==> config.mk <==
export PLATFORM = sky130hd
export DESIGN_NAME = abc_sweep_ctrl
export DESIGN_NICKNAME = d
export VERILOG_FILES = /design/src/rtl/abc_sweep_pkg.sv /design/src/rtl/abc_sweep_ctrl.sv
export SDC_FILE = /design/constraint.sdc
export NUM_CORES = 1
export LEC_CHECK = 0
export CAP_MARGIN = 25
export CELL_PAD_IN_SITES_DETAIL_PLACEMENT = 1
export CELL_PAD_IN_SITES_GLOBAL_PLACEMENT = 1
export CORE_MARGIN = 5
export CORE_UTILIZATION = 35
export DETAILED_ROUTE_END_ITERATION = 7
export PLACE_DENSITY_LB_ADDON = 0.1
export SLEW_MARGIN = 10
export SYNTH_ARGS = -nofsm -noshare
export SYNTH_HDL_FRONTEND = slang
export SYNTH_SLANG_ARGS = --single-unit
==> constraint.sdc <==
create_clock -name clk -period 2 [get_ports clk]
set_input_delay 0.2 -clock clk [delete_from_list [all_inputs] [get_ports clk]]
set_output_delay 0.2 -clock clk [all_outputs]
set_load 0.05 [all_outputs]
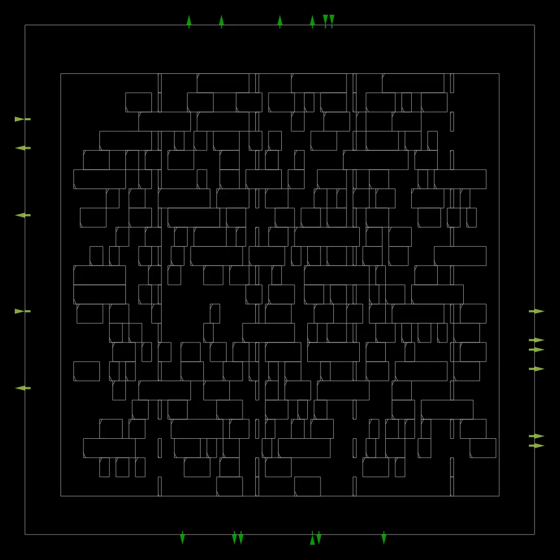
**Above:** cell outlines without signal wires.
final core utilization: 48.96%
Flops: 25
# Taps: 48

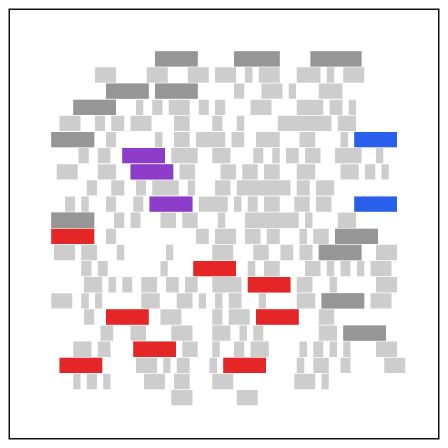
**Above:** where the registers sit.
Other sequential cells in the stronger grey, the rest of the logic in the fainter grey.
Red shows `result`, sequential cells 8. Purple shows `idx`, sequential cells 3. Blue shows `cnt`, sequential cells 2.
Sequential Power: 0.000531 W
Sequential cell area: 505.5 sq um
flop share of the area: 27.79%

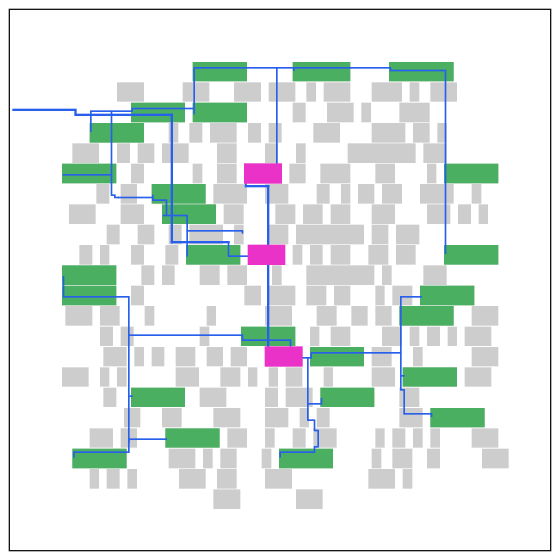
**Above:** routed clock nets over the placement.
Green shows flip-flops, count 25. Magenta shows clock drivers, count 3. Blue shows clock wires, length 355 microns.
There are 4 routed clock nets. Position of the flops: spread over the die.
clk_lat worst skew: 0.27 ns
clock-net power: 0.000309 W
Clk pwr share: 25.0%
final clock skew: 0.004068 ns

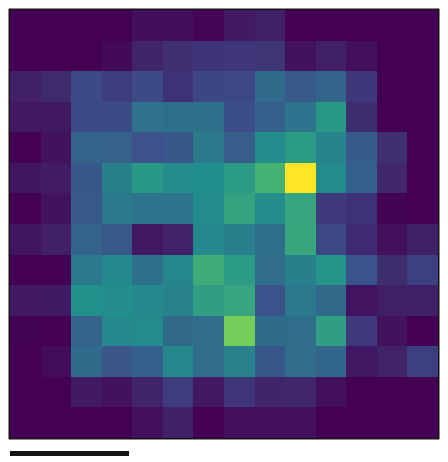
**Above:** wiring heat map.
Bar = 20 microns. The die is cut into 14 by 14 equal tiles; dark purple is low, yellow is high, scaled to the fullest tile. Values are wire area over tile area, all layers added.
The densest ninth of the die: centre. The fullest tile reaches 0.57. 8.7% of the tiles are over half the peak. The mean over all tiles is 0.12. 23% of the tiles are nearly empty.
Detailed Route WL: 4122 microns
Tot GR Track Use: 16.53%
post-DR wirelength/cell: 16.69 microns
Via Count: 1363

==> job_summary.md <==
### Metrics collected by this job

| Metric | Value |
|---|---|
| Root Driver | `clkbuf_8` |
| Critical path's largest stage delay | `0.51 ns` |
| I/O pins | `23` |
| Post-DP HPWL | `2981 microns` |
| Pre-placement core utilization | `between 30% and 40%` |
| Largest register FFs | `8` |
| CP delay by family, top | `simple AND/OR/NAND/NOR gates` |
| Row count | `22` |
| Dominant synthesized flop cell | `dfxtp_1` |
| Num CTS Buffers | `3` |
| First-pass GRT wire length | `approximately 6900 microns` |
| DR iter-0 viols | `around 68` |
| CTS Hold Buffers Added | `0` |
| Vias/cell | `approximately 5.5` |
| MaxCap Viol Count | `0` |
| Slowest CP cell | `or4_4` |
| Log Warnings | `30` |
| Worst hold path class | `reg -> reg` |
| Clock Tree Buf Depth | `2` |
| Ys flops | `25` |
| Yosys Warn Count | `0` |
| Antenna Violating Nets Remaining | `0` |
| CTS Sinks | `25` |
| Total power | `about 0.0012 W` |
| Die X | `slightly above 70 microns` |
| Startpoint types | `flop` |
| Synth-to-Final Area Change | `34.50%` |
| CP Cell Sequence | `inv_2, ha_4, o31a_1, or4_4, or3b_4, a21oi_2` |
| Final period util | `between 90% and 100%` |
| DRC | `0` |
| Status | `finished clean` |
| F_max | `a little over 500 MHz` |
| Post-layout min period | `1.986 ns` |
| Post-synthesis area per instance | `8.247 sq um` |
| Final setup violation count | `0` |
| Critical Path Stages | `6` |
| WS Path Type | `reg -> reg` |
| IO Port Bufs | `22` |
| RSZ-0062 raised after global routing | `yes` |
| WP data required | `between 2 and 2.5 ns` |
| Dominant cell area share | `between 30% and 40%` |
| Pin slew with the least headroom to its limit | `0.5092 ns` |
| Largest net degree at the start of global routing | `22` |
| DR pass1 iterations | `4` |
| Top cells by area | `dfxtp_1 37%, a21oi_1 6.7%, ha_1 6.5%` |
| Die height | `72.17 microns` |
| Yosys synthesis chip area | `between 1000 and 1500 sq um` |
| Core ar. | `between 3000 and 4000 sq um` |
| Number of flops mapped to enable cells by yosys | `0` |
| Post-Syn Area | `1353 sq um` |
| Top cells by count | `25 x dfxtp_1, 18 x a21oi_1, 15 x nand2_1` |
==> layer usage <==
metal / global-route usage [%] / part of all wire [%] / up-vias
li1: - / - / 658
met1: 21.85 / 47 / 673
met2: 28.01 / 50 / 25
met3: 2.078 / 2.8 / 7
met4: 4.802 / 0.97 / 0
met5: 0 / 0 / -
==> cell families after synthesis <==
logic type	after synthesis	synth area share, %
AOI/OAI and AO/OA	45	22.48
adders and majority gates	7	6.475
buffers and inverters	19	5.920
DFF	25	37.00
muxes	3	2.220
and+or+nand+nor	65	25.90
==> through the flow <==
step	worst slack, ns	TNS, ns	cell area (sq um)	std cells	hold WS, ns
final	0.01405	0	1819	247	0.4595
after global routing	-0.03154	-0.05638	1819	247	0.4959
after global placement	0.1151	0	1722	243	0.4400
after detailed placement	0.002424	0	1722	243	0.4558
after CTS	0.01565	0	1768	247	0.4690
after floorplan	0.03489	0	1353	164	0.3714
==> cells in the final DEF, fill, tap and decap left out, types with 2 or more instances in the layout <==
master,instances
buf_4,16
mux2i_1,3
clkdlybuf4s50_1,22
a211oi_1,2
nand3_1,5
o21ai_0,5
nand2_1,15
dfxtp_1,23
ha_4,3
o32ai_1,4
nor2b_1,5
nor3_1,3
o31ai_1,4
inv_1,9
nor2_1,14
nand2b_1,8
ha_1,4
inv_2,2
a32o_1,4
a21oi_1,17
clkbuf_8,3
==> report_power, final <==
group / internal, W / switching (W)
logic: 0.000186 / 0.000210
registers: 0.000517 / 0.0000142
clock network: 0.000143 / 0.000166
==> cell type report <==
cell class              instances  area, sq um
clock buffers                   4        45.04
fillers                       449         1897
inverters                      11        41.29
multi-input cells             120        815.8
flip-flops and latches         25        505.5
well taps                      48        60.06
repair buffers                 39        351.6
==> what timing repair did <==
item,in CTS,in global routing
setup endpoints to repair,2,4
buffers inserted,0,0
gates resized,1,13
pin swaps,0,5
Power is estimated from default activity; no workload was simulated.
